Fig. 1: run 1, zoomed window
Region (69, 69) to (109, 109) um. Cells in gray, sequential cells in the stronger gray; small squares are vias.
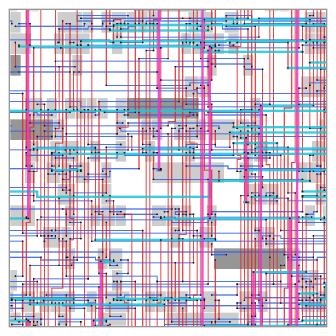
Fig. 2: run 1, clock wiring as the flow saved it
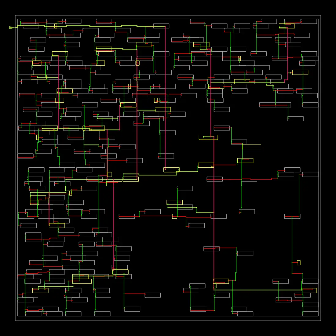
Fig. 3: run 1, signal metal coverage by tile
Bar = 50 um. The die is cut into 36 by 36 equal tiles; white is low, dark blue is high, scaled to the fullest tile. Values are wire area over tile area, all layers added.
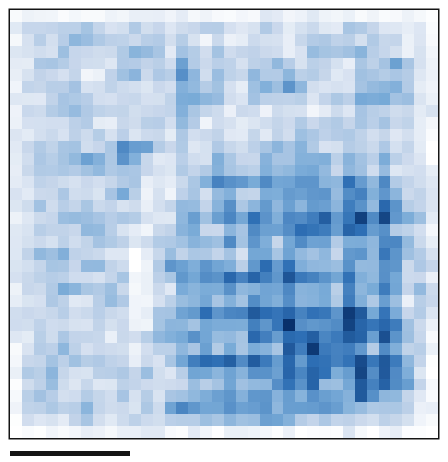
--- src/rtl/reservation_station_pkg.sv ---
// Shared types and sizing for the reservation station slice.
// Contents:
//   RS_DEPTH, PREG_COUNT, PREG_W, NUM_FUS, WAKEUP_PORTS  default sizing
//   disp_packet_t  packet produced by dispatch and carried to the FU side
//   rs_entry_t     one station slot: packet, per-source ready bits, valid
package reservation_station_pkg;

  localparam int RS_DEPTH     = 4;
  localparam int PREG_COUNT   = 64;
  localparam int PREG_W       = $clog2(PREG_COUNT);
  localparam int NUM_FUS      = 4;
  localparam int WAKEUP_PORTS = NUM_FUS;

  typedef struct packed {
    logic              instr_valid;
    logic [31:0]       pc;
    logic [3:0]        fu_op;
    logic [PREG_W-1:0] src1_preg;
    logic [PREG_W-1:0] src2_preg;
    logic [PREG_W-1:0] dst_preg;
  } disp_packet_t;

  typedef struct packed {
    disp_packet_t pkt;
    logic         src1_rdy;
    logic         src2_rdy;
    logic         valid;
  } rs_entry_t;

endpackage

--- src/rtl/reservation_station_oldest_select.sv ---
// rs_oldest_select: picks the oldest requesting slot using an age matrix.
// Ports:
//   req_i    [N]      slots that are eligible this cycle
//   older_i  [N][N]   older_i[j][c] = 1 when slot j was allocated before slot c
//   gnt_o    [N]      one-hot grant of the oldest requester (0 when none)
//   any_o             at least one slot requests
// Purely combinational so per-FU stations can reuse it unchanged.
module rs_oldest_select #(
  parameter int N = 4
) (
  input  logic [N-1:0]        req_i,
  input  logic [N-1:0][N-1:0] older_i,
  output logic [N-1:0]        gnt_o,
  output logic                any_o
);

  // A requester wins when no other requester is older than it; with a strict
  // total order among valid slots exactly one survives.
  always_comb begin
    gnt_o = '0;
    for (int c = 0; c < N; c++) begin
      gnt_o[c] = req_i[c];
      for (int j = 0; j < N; j++) begin
        if (j != c && req_i[j] && older_i[j][c]) begin
          gnt_o[c] = 1'b0;
        end
      end
    end
  end

  assign any_o = |req_i;

endmodule

--- src/rtl/reservation_station.sv ---
// reservation_station: unified RS between dispatch and the functional units.
// Holds dispatched packets until both source pregs are ready, then offers the
// oldest ready one for issue.
// Ports:
//   clk, rst           core clock, asynchronous active-high reset
//   disp_pkt_i         dispatched packet, instr_valid is the request
//   disp_src1_rdy_i    src1 ready at dispatch (busy-table read)
//   disp_src2_rdy_i    src2 ready at dispatch
//   disp_ready_o       a packet can be accepted this cycle
//   wakeup_valid_i     per-port wakeup broadcast valid
//   wakeup_preg_i      per-port preg tag becoming ready
//   issue_valid_o      issue_pkt_o holds a ready entry
//   issue_pkt_o        oldest ready packet ('0 when issue_valid_o is low)
//   issue_ready_i      FU accepts this cycle
//   flush_i            discard every entry
//   occupancy_o        number of valid entries
// NUM_PREGS must match the tag width carried in disp_packet_t.
module reservation_station
  import reservation_station_pkg::*;
#(
  parameter int RS_ENTRIES = RS_DEPTH,
  parameter int NUM_PREGS  = PREG_COUNT,
  parameter int NUM_WAKEUP = WAKEUP_PORTS,
  localparam int PW        = $clog2(NUM_PREGS),
  localparam int OW        = $clog2(RS_ENTRIES + 1)
) (
  input  logic                             clk,
  input  logic                             rst,
  input  disp_packet_t                     disp_pkt_i,
  input  logic                             disp_src1_rdy_i,
  input  logic                             disp_src2_rdy_i,
  output logic                             disp_ready_o,
  input  logic [NUM_WAKEUP-1:0]            wakeup_valid_i,
  input  logic [NUM_WAKEUP-1:0][PW-1:0]    wakeup_preg_i,
  output logic                             issue_valid_o,
  output disp_packet_t                     issue_pkt_o,
  input  logic                             issue_ready_i,
  input  logic                             flush_i,
  output logic [OW-1:0]                    occupancy_o
);

  localparam logic [OW-1:0] FULL = OW'(RS_ENTRIES);

  rs_entry_t                           entries_q [RS_ENTRIES];
  rs_entry_t                           entries_d [RS_ENTRIES];
  logic [RS_ENTRIES-1:0][RS_ENTRIES-1:0] older_q, older_d;
  logic [OW-1:0]                       occ_q, occ_d;

  logic [RS_ENTRIES-1:0] valid_vec;
  logic [RS_ENTRIES-1:0] cand;
  logic [RS_ENTRIES-1:0] gnt;
  logic [RS_ENTRIES-1:0] alloc_oh;
  logic                  alloc_found;
  logic                  any_cand;
  logic                  disp_fire;
  logic                  issue_fire;

  // True when any valid wakeup port broadcasts this tag.
  function automatic logic tag_hit(input logic [PW-1:0]                 tag,
                                   input logic [NUM_WAKEUP-1:0]         vld,
                                   input logic [NUM_WAKEUP-1:0][PW-1:0] tags);
    logic hit;
    hit = 1'b0;
    for (int w = 0; w < NUM_WAKEUP; w++) begin
      if (vld[w] && tags[w] == tag) hit = 1'b1;
    end
    return hit;
  endfunction

  function automatic logic [OW-1:0] count_ones(input logic [RS_ENTRIES-1:0] v);
    logic [OW-1:0] cnt;
    cnt = '0;
    for (int i = 0; i < RS_ENTRIES; i++) cnt = cnt + OW'(v[i]);
    return cnt;
  endfunction

  always_comb begin
    valid_vec = '0;
    cand      = '0;
    for (int i = 0; i < RS_ENTRIES; i++) begin
      valid_vec[i] = entries_q[i].valid;
      cand[i]      = entries_q[i].valid && entries_q[i].src1_rdy && entries_q[i].src2_rdy;
    end
  end

  rs_oldest_select #(.N(RS_ENTRIES)) u_select (
    .req_i   (cand),
    .older_i (older_q),
    .gnt_o   (gnt),
    .any_o   (any_cand)
  );

  // Readiness comes from registered occupancy only; a same-cycle issue does
  // not make room for a dispatch.
  assign disp_ready_o  = (occ_q < FULL);
  assign disp_fire     = disp_pkt_i.instr_valid && disp_ready_o && !flush_i;
  assign issue_valid_o = any_cand && !flush_i;
  assign issue_fire    = issue_valid_o && issue_ready_i;
  assign occupancy_o   = occ_q;

  always_comb begin
    issue_pkt_o = '0;
    for (int i = 0; i < RS_ENTRIES; i++) begin
      if (issue_valid_o && gnt[i]) issue_pkt_o = entries_q[i].pkt;
    end
  end

  // Lowest-index free slot.
  always_comb begin
    alloc_oh    = '0;
    alloc_found = 1'b0;
    for (int i = 0; i < RS_ENTRIES; i++) begin
      if (!entries_q[i].valid && !alloc_found) begin
        alloc_oh[i] = 1'b1;
        alloc_found = 1'b1;
      end
    end
  end

  always_comb begin
    older_d = older_q;
    for (int i = 0; i < RS_ENTRIES; i++) begin
      entries_d[i] = entries_q[i];
      if (entries_q[i].valid) begin
        entries_d[i].src1_rdy = entries_q[i].src1_rdy ||
                                tag_hit(entries_q[i].pkt.src1_preg, wakeup_valid_i, wakeup_preg_i);
        entries_d[i].src2_rdy = entries_q[i].src2_rdy ||
                                tag_hit(entries_q[i].pkt.src2_preg, wakeup_valid_i, wakeup_preg_i);
      end
      if (issue_fire && gnt[i]) entries_d[i].valid = 1'b0;
      // Same-cycle wakeups are folded into the incoming packet so none is lost.
      if (disp_fire && alloc_oh[i]) begin
        entries_d[i].pkt      = disp_pkt_i;
        entries_d[i].src1_rdy = disp_src1_rdy_i ||
                                tag_hit(disp_pkt_i.src1_preg, wakeup_valid_i, wakeup_preg_i);
        entries_d[i].src2_rdy = disp_src2_rdy_i ||
                                tag_hit(disp_pkt_i.src2_preg, wakeup_valid_i, wakeup_preg_i);
        entries_d[i].valid    = 1'b1;
        // New slot is younger than everything currently held.
        older_d[i] = '0;
        for (int j = 0; j < RS_ENTRIES; j++) begin
          older_d[j][i] = entries_q[j].valid;
        end
      end
      if (flush_i) entries_d[i].valid = 1'b0;
    end
  end

  always_comb begin
    occ_d = occ_q + OW'(disp_fire) - OW'(issue_fire);
    if (flush_i) occ_d = '0;
  end

  always_ff @(posedge clk or posedge rst) begin
    if (rst) begin
      for (int i = 0; i < RS_ENTRIES; i++) entries_q[i] <= '0;
      older_q <= '0;
      occ_q   <= '0;
    end else begin
      for (int i = 0; i < RS_ENTRIES; i++) entries_q[i] <= entries_d[i];
      older_q <= older_d;
      occ_q   <= occ_d;
    end
  end

  a_occ_bound: assert property (@(posedge clk) disable iff (rst) occ_q <= FULL);
  a_occ_match: assert property (@(posedge clk) disable iff (rst) occ_q == count_ones(valid_vec));
  a_no_under:  assert property (@(posedge clk) disable iff (rst) !(issue_fire && occ_q == '0));

endmodule

--- config.mk ---
export PLATFORM = sky130hd
export DESIGN_NAME = reservation_station
export DESIGN_NICKNAME = d
export VERILOG_FILES = /design/src/rtl/reservation_station_pkg.sv /design/src/rtl/reservation_station_oldest_select.sv /design/src/rtl/reservation_station.sv
export SDC_FILE = /design/constraint.sdc
export NUM_CORES = 1
export LEC_CHECK = 0
export ABC_AREA = 1
export CAP_MARGIN = 20
export CORE_UTILIZATION = 50
export CTS_CLUSTER_SIZE = 12
export DETAILED_ROUTE_END_ITERATION = 10
export PLACE_DENSITY = 0.71
export SKIP_LAST_GASP = 1
export SYNTH_ARGS = -nofsm -noshare
export SYNTH_HDL_FRONTEND = slang
export SYNTH_SLANG_ARGS = --single-unit
export TNS_END_PERCENT = 50
--- constraint.sdc ---
create_clock -name clk -period 27.1 [get_ports clk]
set_clock_uncertainty 0.05 [all_clocks]
set_input_delay 5.42 -clock clk [delete_from_list [all_inputs] [get_ports clk]]
set_output_delay 5.42 -clock clk [all_outputs]
set_load 0.02 [all_outputs]
==> summary.txt, run 1 <==
Notes on the flow outputs.

- The setup TNS after final layout is 0 ns.
- The maximum fanout along the worst path reads 97.
- The static leakage power reads 9.02 nW.
- The detail route stage leaves a number of antenna-violating nets equal to 0.
- The clock network fraction of design power reads 0.292.
- The report lists the number of cells resized after CTS as 0.
- The final report gives the core utilization as 0.590.
- The leading cell type in the layout, fill and taps excluded reads sky130_fd_sc_hd__nand2_1.
- Looking at the max-slew report, the worst-margin pin has a slew of 1.06 ns.
- The setup slack of the worst register-to-register path is 23.77 ns.
- The power report attributes to the sequential group a share of 0.444.
- Pins over their slew limit in the final report were tallied at 0.
- The category of the most critical setup path reads input pin to output port.
- The final global-route overflow total reads 0.
- The initial antenna violation count is 0.
- The number of hold buffers added after cts reads 0.
- The wire length of the first global-routing pass reads 89400 um.
- The final antenna diode tally reported by the flow is 0.
- The peak supply drop reads 0.0569 mV.
- The share of synthesized area in the top cell type comes to 0.395.
- In this run, CTS created clock tree buffers numbering 28.
- The netlist uses 34 different library cells.
- The net total in the final layout is 2510.
- Detailed routing placed a total of 6240 um of wire on met3.
- The CTS root buffer reads sky130_fd_sc_hd__clkbuf_16.
- The yosys synthesis warning count is 0.
- The top-level port count is 149.
- The share of total power consumed by net switching is 0.364.
- The most popular library cell in the synthesized design by count is sky130_fd_sc_hd__nand2_1.
- Synthesis produced 2367 cells.
- The max-capacitance violation count is 0.
- For this block, wires on met1 add up to 24500 um.
- The overall power reads 0.00130 W.
- The maximum number of pins on one net before global-route repair reads 139.
- The width of the chip reads 179 um.
- The number of remaining DRC errors reads 0.
- The hold violation count in the final report reads 0.
- In the layout the commonest cells are sky130_fd_sc_hd__nand2_1, sky130_fd_sc_hd__inv_1, sky130_fd_sc_hd__dfrtp_1, sky130_fd_sc_hd__o21ai_0, sky130_fd_sc_hd__nand3_1.
- The total power divided by cell area reads 71.7 nW/um^2.
- When the netlist entered floorplanning its net count stood at 2459.
- The mean number of vias per cell is 5.75.
- The flow ran to the end, and the final reports show no timing, DRC or antenna violations.
- The reported net switching power reads 0.000473 W.
- The fraction of layout instances using a drive strength above 1 reads 0.0386.
About Fig. 1:
Key: M4 = magenta; M3 = cyan; M2 = red; M1 = blue
Netlist names of flops here include entries_q (3). 115 logic cells have their middle in the window. Sequential cells in the window: 3. Most frequent: nand2_1 (53), o21ai_0 (11).

About Fig. 2:
number of flip-flops and latches: 247
Late-Pin Clk Latency: 0.58 ns
clock sink total: 247
clock-net power: 0.000379 W

About Fig. 3:
19% of the tiles are over half the peak. 1.5% of the tiles are nearly empty. The fullest tile reaches 0.94. The mean over all tiles is 0.31.
aggregate global-route resource usage: 0.371
final wirelength: 58900 um
DR WL/cell: 20.8 um
routed vias: 16.3k

run 1: final cells by class:
| type | count | area, sq um | area share |
|---|---|---|---|
| Clock buffer | 38 | 778 | 0.0430 |
| Clock inverter | 9 | 125 | 0.00692 |
| Inverter | 267 | 1010 | 0.0558 |
| Multi-Input combinational cell | 1697 | 7760 | 0.429 |
| Sequential cell | 247 | 6180 | 0.342 |
| Tap cell | 396 | 495 | 0.0274 |
| Timing Repair Buffer | 177 | 1740 | 0.0964 |
run 1: flip-flops by register name (all words and copies together), names as in the netlist:
register and flops:
entries_q 232, occupancy_o 3, older_q 12
run 1: per-stage QoR:
stage | worst slack, ns | cells
after floorplan | 14.84 | 2367
after global placement | 12.86 | 2781
after detailed placement | 12.92 | 2782
after CTS | 12.93 | 2829
after global routing | 12.69 | 2831
final | 12.84 | 2831
run 1: per-layer routing:
metal / GRT usage / up-vias
met2: 0.566 / 904
met3: 0.0797 / 167
met1: 0.509 / 7623
met5: 0 / -
met4: 0.154 / 0
li1: - / 7591
run 1: path summary, 6_finish.rpt:
| path | depth (start not counted) | startpoint | endpoint |
|---|---|---|---|
| setup / recovery | 9 | flush_i | issue_pkt_o[11] |
| hold / removal | 2 | entries_q[115] | entries_q[115] |
| setup reg to reg | 14 | entries_q[58] | occupancy_o[2] |
| hold reg to reg | 2 | entries_q[115] | entries_q[115] |
| max in group asynchronous | 4 | rst | older_q[2] |
| min in group asynchronous | 2 | rst | entries_q[7] |
run 1: power groups by stage:
stage	combinational, W	clock (W)	sequential [W]
floorplan	0.000247	0	0.000545
global route	0.000386	0.000398	0.000590
global placement	0.000327	0	0.000576
CTS	0.000336	0.000382	0.000573
detailed placement	0.000334	0	0.000578
finish	0.000342	0.000379	0.000576
run 1: critical path, stage by stage:
cell and delay [ns]:
sky130_fd_sc_hd__clkdlybuf4s50_1 0.53, sky130_fd_sc_hd__nor2_4 0.14, sky130_fd_sc_hd__buf_4 0.58, sky130_fd_sc_hd__buf_4 0.89, sky130_fd_sc_hd__nand4_1 0.19, sky130_fd_sc_hd__nand3_1 0.13, sky130_fd_sc_hd__nand2_1 0.13, sky130_fd_sc_hd__nand2_1 0.08
sky130_fd_sc_hd__clkdlybuf4s50_1 0.59
run 1: cells by family (layout without fill, tap and decap cells):
group | Yosys count | after routing | synth area share
AND/OR/NAND/NOR | 1299 | 1299 | 0.349
XOR/XNOR | 46 | 46 | 0.0257
adder cells (fa/ha/maj) | 3 | 3 | 0.00288
buffers and inverters | 423 | 491 | 0.113
AND-OR/OR-AND | 349 | 349 | 0.115
flip-flops | 247 | 247 | 0.395
==> inputs of run 2 (changes only) <==
==> constraint.sdc (replaced) <==
create_clock -name clk -period 13.9 [get_ports clk]
set_clock_uncertainty 0.05 [all_clocks]
set_input_delay 2.78 -clock clk [delete_from_list [all_inputs] [get_ports clk]]
set_output_delay 2.78 -clock clk [all_outputs]
set_load 0.02 [all_outputs]
==> summary.txt, run 2 <==
Notes on the flow outputs.

- The run finished with clean final reports.
- For reference, the critical path is launched at flush_i.
- The top register by number of flip-flops is entries_q.
- The total power divided by cell area reads 142 nW/um^2.
- The max-capacitance violation count is 0.
- The overall power is 0.00257 W.
- The launch point of the worst min-delay path is recorded as entries_q[115].
- The worst hold path belongs to the class register to register.
- The total of flip-flops plus latches after synthesis reads 247.
- The number of placement rows is 64.
- By instance count after routing, the leading logic cell types are sky130_fd_sc_hd__nand2_1, sky130_fd_sc_hd__inv_1, sky130_fd_sc_hd__dfrtp_1, sky130_fd_sc_hd__o21ai_0, sky130_fd_sc_hd__nand3_1.
- Summing all flip-flop and latch instances after layout gives 6180 sq um.
- Global routing finished with a remaining overflow of 0.
- Clock tree synthesis found a total of 247 sinks.
- The antenna diode count reads 0.
- The number of unique standard cell types used by synthesis reads 34.
- The first global-routing pass estimated 88100 um of wire.
- During I/O placement, the number of pins put on the boundary was 149.
- The critical path in this run is classified as input pin to output port.
- In this run the clock root is driven by a sky130_fd_sc_hd__clkbuf_16.
- Per STA, the highest per-stage delay on the worst path measures 0.87 ns.
- The highest supply drop recorded on VDD is 0.124 mV.
- The synthesized area divided by synthesized cell count reads 6.62 sq um.
- The post-CTS resize count is 0.
- The number of hold buffers added after cts is 0.
- The stage logs contain a warning count of 30.
- Counting endpoints that fail hold in the final report gives 0.
- The source-to-sink clock delay at the later pin of the worst-skew pair reads 0.57 ns.
- The number of remaining DRC errors is 0.
- The most used flip-flop cell is sky130_fd_sc_hd__dfrtp_1.
- The number of nets in the synthesized netlist is 2459.
- The mean number of vias per cell reads 5.76.
- The width of the chip is 179 um.
- In the per-layer summary, the met1 wirelength comes to 24400 um.
- The hold-critical path depth is 2.
- The chip height reads 179 um.
- The setup TNS after final layout reads 0 ns.
- The number of max-slew violations in the final report is 0.
- The total standard cell area after synthesis reads 15700 sq um.
- Per the TritonCTS log, the buffer count is 29.
- The chip area estimate from yosys synthesis reads 15700 sq um.
- The number of routed nets with antenna violations is 0.
- In the synthesized netlist, the number of instances is 2367.
- The area share of the largest cell type after synthesis is 0.395.
- Looking at the critical path, the single cell with the biggest stage delay is sky130_fd_sc_hd__inv_2.
- At the pin with the least slew margin, the transition time is 1.07 ns.
- The path depth of the worst reg2reg path is 14.
- The leakage component of the power was reported as 9.01 nW.
- Per the final layout report, the fraction of cells sized above drive strength 1 comes to 0.0357.
- In this run the critical register-to-register path is launched from entries_q[58].
- The synthesis run shows the most used standard cells to be sky130_fd_sc_hd__nand2_1, sky130_fd_sc_hd__inv_1, sky130_fd_sc_hd__dfrtp_1.
- The net total in the final layout reads 2507.
- The yosys synthesis warning count reads 0.
- The final core area utilization reads 0.590.
- Endpoints with negative setup slack in the final report add up to 0.
- The signal on the critical path passes through clkdlybuf4s50_1, nor2_4, buf_4, nand2_2, buf_4, inv_2, nand2_1, nand2_1, clkdlybuf4s50_1.
- The maximum fanout along the worst path is 69.
- The combined area of the multi-input logic cells reads 7760 sq um.
- The number of fill cells in the layout reads 3014.
- The length of routed met3 wiring reads 5830 um.
- In the post-synthesis netlist, the cell with the most instances is sky130_fd_sc_hd__nand2_1.
- Entering global routing, the biggest net connects 107 pins.
- The proportion of synthesized flip-flops having asynchronous set or reset reads 1.00.
- The number of flip-flops in the largest register is 232.
- The initial antenna violation count is 0.
- The leading cell type in the layout, fill and taps excluded reads sky130_fd_sc_hd__nand2_1.
## run 2: cell families after synthesis
kind of cell	after synthesis	synth area share
simple gates	1299	0.349
xor+xnor	46	0.0257
fa+ha+maj	3	0.00288
flops	247	0.395
buf+inv	423	0.113
compound gates	349	0.115
## run 2: worst paths after layout
kind | slack, ns | end
max | 4.75 | issue_pkt_o[44]
min | 0.40 | entries_q[115]
max reg2reg | 10.65 | occupancy_o[2]
min reg2reg | 0.40 | entries_q[115]
max in group asynchronous | 9.62 | older_q[8]
min in group asynchronous | 2.71 | entries_q[184]
## run 2: metal layers
metal  vias to the layer above  track usage
met2                       871        0.553
met5                         -            0
met4                         0        0.164
met1                      7661        0.501
li1                       7589            -
met3                       182       0.0768
## run 2: metrics by stage
stage	std cells	worst slack (ns)
6_report	2830	4.75
5_1_grt	2830	4.46
4_1_cts	2829	4.73
3_5_place_dp	2779	4.76
3_3_place_gp	2779	4.90
2_1_floorplan	2367	4.28
## run 2: cell type report
| type | count | area share |
|---|---|---|
| repair buffers | 173 | 0.0933 |
| flip-flops and latches | 247 | 0.342 |
| multi-input cells | 1697 | 0.429 |
| inverters | 267 | 0.0558 |
| clock buffers | 44 | 0.0449 |
| clock inverters | 6 | 0.00816 |
| well taps | 396 | 0.0274 |
## run 2: worst max-delay path: cells and delay by family
family	cells	cell delay, ns
AND/OR/NAND/NOR	4	0.49
buffers and inverters	5	2.94
## run 2: power breakdown
group / total (W) / internal (W) / switching [W]
Sequential: 0.00112 / 0.000939 / 0.000184
Clock: 0.000789 / 0.000475 / 0.000314
Combinational: 0.000657 / 0.000240 / 0.000416
Total: 0.00257 / 0.00165 / 0.000915
Fig. 4: run 2, signal metal coverage by tile
Bar = 50 um. The die is cut into 36 by 36 equal tiles; white is low, dark blue is high, scaled to the fullest tile. Values are wire area over tile area, all layers added.
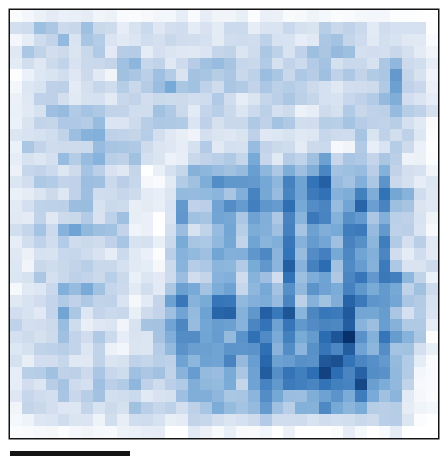
2.2% of the tiles are nearly empty. 17% of the tiles are over half the peak. The fullest tile reaches 0.99. The mean over all tiles is 0.31.
final wirelength: 57800 um
DR WL/cell: 20.4 um
aggregate global-route resource usage: 0.365
routed vias: 16.3k

Fig. 5: run 2, zoomed window
Region (69, 69) to (109, 109) um. Cells in gray, sequential cells in the stronger gray; small squares are vias.
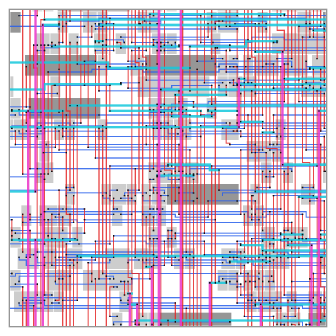
Key: M3 = cyan; M4 = magenta; M1 = blue; M2 = red
Sequential cells in the window: 5. Netlist names of flops here include entries_q (5). 122 logic cells have their middle in the window. Most frequent: nand2_1 (45).

Power figures rest on the tool's default switching activity, not on a simulated workload.
